File: src/rtl/bfly_op_sequencer.sv
// ---------------------------------------------------------------------------
// bfly_op_sequencer
//
// Front-panel controller for the FFT butterfly. The user loads six operands
// (A, B and twiddle W, real then imaginary) from the switch bus with the step
// button. The block then fires one butterfly, waits for completion (with a
// timeout), and lets the user page through the four result words.
//
// Ports
//   clk        system clock
//   nReset     asynchronous active-low reset
//   btn        debounced step button level (active high)
//   abort      debounced abort level (active high), returns to LOAD
//   sw         switch value captured into the current operand slot on a press
//   bfly_done  butterfly completion, only observed in WAIT
//   a_re..w_im operand registers driving the butterfly
//   bfly_start one-cycle start strobe (Moore, high while in START)
//   op_idx     operand slot loaded by the next press (0=a_re .. 5=w_im)
//   res_sel    result word to display (0=X_re,1=X_im,2=Y_re,3=Y_im)
//   state      LOAD=0, START=1, WAIT=2, SHOW=3
//   err        sticky completion-timeout flag
// ---------------------------------------------------------------------------
module bfly_op_sequencer #(
   parameter int DATA_W         = 8,
   parameter int TIMEOUT_CYCLES = 1023
) (
   input  logic              clk,
   input  logic              nReset,
   input  logic              btn,
   input  logic              abort,
   input  logic [DATA_W-1:0] sw,
   input  logic              bfly_done,
   output logic [DATA_W-1:0] a_re,
   output logic [DATA_W-1:0] a_im,
   output logic [DATA_W-1:0] b_re,
   output logic [DATA_W-1:0] b_im,
   output logic [DATA_W-1:0] w_re,
   output logic [DATA_W-1:0] w_im,
   output logic              bfly_start,
   output logic [2:0]        op_idx,
   output logic [1:0]        res_sel,
   output logic [1:0]        state,
   output logic              err
);

   localparam int TW = $clog2(TIMEOUT_CYCLES + 1);
   localparam logic [TW-1:0] TIMER_LAST = TW'(TIMEOUT_CYCLES - 1);

   typedef enum logic [1:0] {
      S_LOAD  = 2'd0,
      S_START = 2'd1,
      S_WAIT  = 2'd2,
      S_SHOW  = 2'd3
   } state_t;

   state_t            state_q, state_d;
   logic [2:0]        op_idx_q, op_idx_d;
   logic [1:0]        res_sel_q, res_sel_d;
   logic [TW-1:0]     timer_q, timer_d;
   logic              err_q, err_d;
   logic              btn_q;
   logic              load_en;
   logic              press;
   logic [DATA_W-1:0] ops_q [6];

   // btn_q resets high so a button held across reset release is not a press.
   assign press = btn & ~btn_q;

   always_comb begin
      state_d   = state_q;
      op_idx_d  = op_idx_q;
      res_sel_d = res_sel_q;
      timer_d   = timer_q;
      err_d     = err_q;
      load_en   = 1'b0;
      if (abort) begin
         // Abort overrides everything, including a coincident press.
         state_d   = S_LOAD;
         op_idx_d  = 3'd0;
         res_sel_d = 2'd0;
         timer_d   = '0;
         err_d     = 1'b0;
      end else begin
         case (state_q)
            S_LOAD: begin
               if (press) begin
                  load_en = 1'b1;
                  if (op_idx_q == 3'd5) begin
                     op_idx_d = 3'd0;
                     state_d  = S_START;
                  end else begin
                     op_idx_d = op_idx_q + 3'd1;
                  end
               end
            end
            S_START: begin
               state_d = S_WAIT;
               timer_d = '0;
               err_d   = 1'b0;
            end
            S_WAIT: begin
               // Completion wins over a timeout landing in the same cycle.
               if (bfly_done) begin
                  state_d   = S_SHOW;
                  res_sel_d = 2'd0;
               end else if (timer_q == TIMER_LAST) begin
                  state_d  = S_LOAD;
                  op_idx_d = 3'd0;
                  err_d    = 1'b1;
               end else begin
                  timer_d = timer_q + TW'(1);
               end
            end
            S_SHOW: begin
               if (press) begin
                  if (res_sel_q == 2'd3) begin
                     res_sel_d = 2'd0;
                     op_idx_d  = 3'd0;
                     state_d   = S_LOAD;
                  end else begin
                     res_sel_d = res_sel_q + 2'd1;
                  end
               end
            end
            default: state_d = S_LOAD;
         endcase
      end
   end

   always_ff @(posedge clk or negedge nReset) begin
      if (!nReset) begin
         state_q   <= S_LOAD;
         op_idx_q  <= 3'd0;
         res_sel_q <= 2'd0;
         timer_q   <= '0;
         err_q     <= 1'b0;
         btn_q     <= 1'b1;
      end else begin
         state_q   <= state_d;
         op_idx_q  <= op_idx_d;
         res_sel_q <= res_sel_d;
         timer_q   <= timer_d;
         err_q     <= err_d;
         btn_q     <= btn;
      end
   end

   // Operands only change on a LOAD-state press, so they stay stable
   // throughout START/WAIT/SHOW and survive abort for re-editing.
   always_ff @(posedge clk or negedge nReset) begin
      if (!nReset) begin
         for (int i = 0; i < 6; i++) ops_q[i] <= '0;
      end else if (load_en) begin
         ops_q[op_idx_q] <= sw;
      end
   end

   assign a_re       = ops_q[0];
   assign a_im       = ops_q[1];
   assign b_re       = ops_q[2];
   assign b_im       = ops_q[3];
   assign w_re       = ops_q[4];
   assign w_im       = ops_q[5];
   assign bfly_start = (state_q == S_START);
   assign op_idx     = op_idx_q;
   assign res_sel    = res_sel_q;
   assign state      = state_q;
   assign err        = err_q;

endmodule

File: config.mk
export PLATFORM = sky130hd
export DESIGN_NAME = bfly_op_sequencer
export DESIGN_NICKNAME = d
export VERILOG_FILES = /design/src/rtl/bfly_op_sequencer.sv
export SDC_FILE = /design/constraint.sdc
export NUM_CORES = 1
export LEC_CHECK = 0
export CAP_MARGIN = 15
export CELL_PAD_IN_SITES_DETAIL_PLACEMENT = 1
export CELL_PAD_IN_SITES_GLOBAL_PLACEMENT = 1
export CORE_MARGIN = 2
export CORE_UTILIZATION = 42
export DETAILED_ROUTE_END_ITERATION = 7
export PLACE_DENSITY_LB_ADDON = 0.1
export SLEW_MARGIN = 20
export SYNTH_ARGS = -nofsm -noshare
export SYNTH_HDL_FRONTEND = slang
export SYNTH_SLANG_ARGS = --single-unit
File: constraint.sdc
create_clock -name clk -period 5.2 [get_ports clk]
set_input_delay 0.78 -clock clk [delete_from_list [all_inputs] [get_ports clk]]
set_output_delay 0.78 -clock clk [all_outputs]
set_load 0.02 [all_outputs]
layers.png
(6 px per um) Two of the layers only.
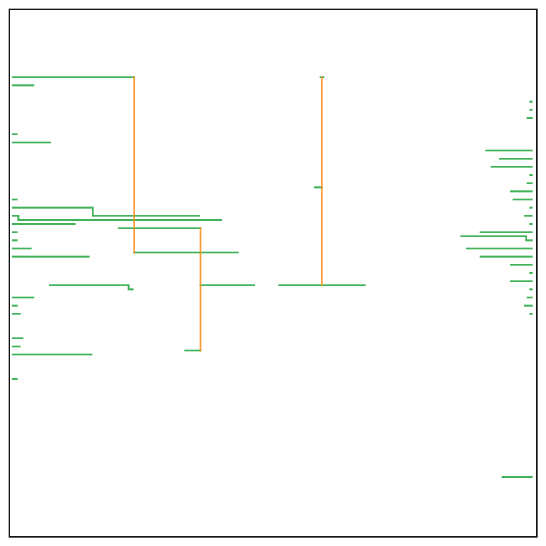
- orange: M4 (wire length 84.3 um)
- green: M3 (wire length 305 um)
routed wire length: 6880 um
Vias: 2035
GRT Total Usage: 19.5%
WL/cell: 17.4 um

m1.png
(6 px per um) Supply wires on this layer in gray. Cells faint in the background.
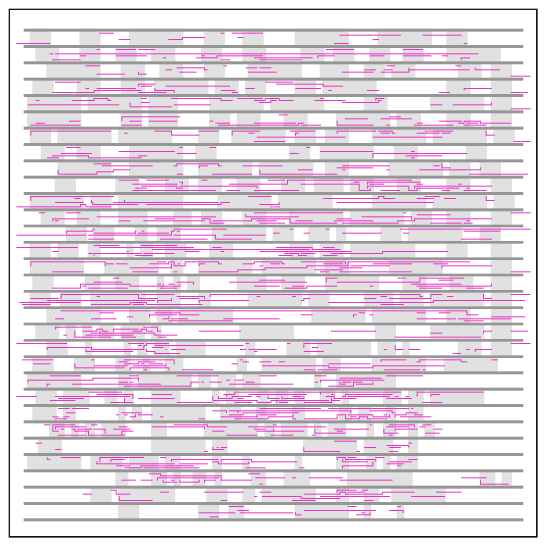
- longest straight run: 70.4 um
- share of all routed wire: 49%
met1 Resource Use GR: 27.4%

m3.png
(4 px per um) Cells faint in the background.
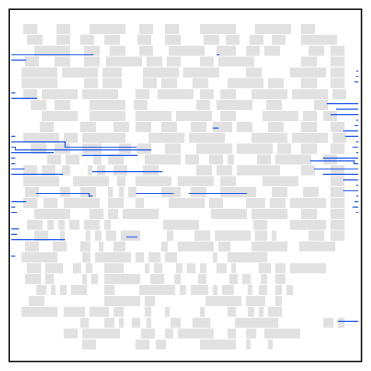
- nets with wire on the layer: 46
- longest straight run: 33.8 um
- wire length on this layer: 305 um
- main direction: horizontal
met3 Usage GRT: 5.09%

congestion_map.png
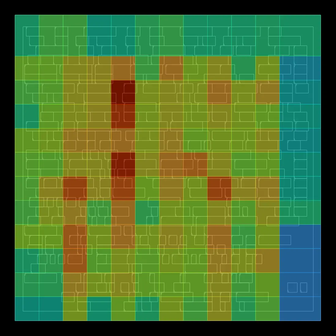
met2 usage: 28.4%
Final Util: 58.0%

## state kept, by name, summed over array words and instances (netlist names)
signal and count:
a_im 8, a_re 8, b_im 8, b_re 8, btn_q 1, err 1, op_idx 3, res_sel 2
state 2, timer_q 10, w_im 8, w_re 8
## layout make-up
type,instances,area (um^2),share of cell area (%)
clock buffers,10,138,3.49
well taps,96,120,3.05
multi-input cells,141,1180,30.1
flip-flops and latches,67,1680,42.6
inverters,4,15.0,0.381
repair buffers,70,693,17.6
clock inverters,6,111,2.83
## worst paths after layout
kind / slack, ns / to / startpoint
worst min register to register: 0.50 / err / err
min in group asynchronous: 0.63 / timer_q[7] / nReset
worst max-delay path: 2.54 / bfly_start / state[0]
worst max register to register: 2.95 / b_re[5] / state[1]
worst min-delay path: 0.50 / err / err
max in group asynchronous: 4.02 / a_im[7] / nReset
==> impl_metrics.tcl <==
# place-and-route summary
set metrics [dict create \
    cts_tree "done" \
    gr-total-overflow 0 \
    p_seq_w 0.000594 \
    met1_length_um 3380 \
    placed_area_um2 3690 \
    skew_ns 0.00773 \
    clock_latency_ns 0.34 \
    status "finished clean" \
    yosys_warnings 0 \
    worstSetupEndpointType "primary output" \
    final_cells 394 \
    pwr-share-seq_pct 43.1 \
    ant_nets 0 \
    htreeDepth 3 \
    cts_resized 0 \
    peakVddDrop_mv 0.244 \
    synth_seq_share_pct 57.0 \
    crit_chain "nor2b_1 > clkdlybuf4s50_1" \
    drive_above_1_share_pct 26.2 \
    power.share.clock_pct 39.6 \
    lay_top_cells "68 x clkdlybuf4s50_1, 66 x dfrtp_1, 51 x mux2_2" \
    switching_share_pct 26.0 \
    place_ws_ns 2.26 \
    synth_top_area_share_pct 56.1 \
    hold_depth 1 \
    root_buffer "clkbuf_8" \
    wl_met3_um 304 \
    cts.sinks 67 \
    async_flop_share_pct 100 \
    critPathSlowestCell "clkdlybuf4s50_1" \
    slowest_delay_ns 0.65 \
    layout_min_cycle_time_ns 2.66 \
    cts_setup_buffers 0 \
    grt_max_degree 68 \
    drt-initial-drc-count 125 \
    mux_area_share_pct 19.9 \
    synth_cell_types 40 \
    hold_buffers 0 \
    fin_nets 309 \
    slew_headroom_pct 43.0 \
    fin_hold_ws_ns 0.499 \
]
Power figures rest on the tool's default switching activity, not on a simulated workload.
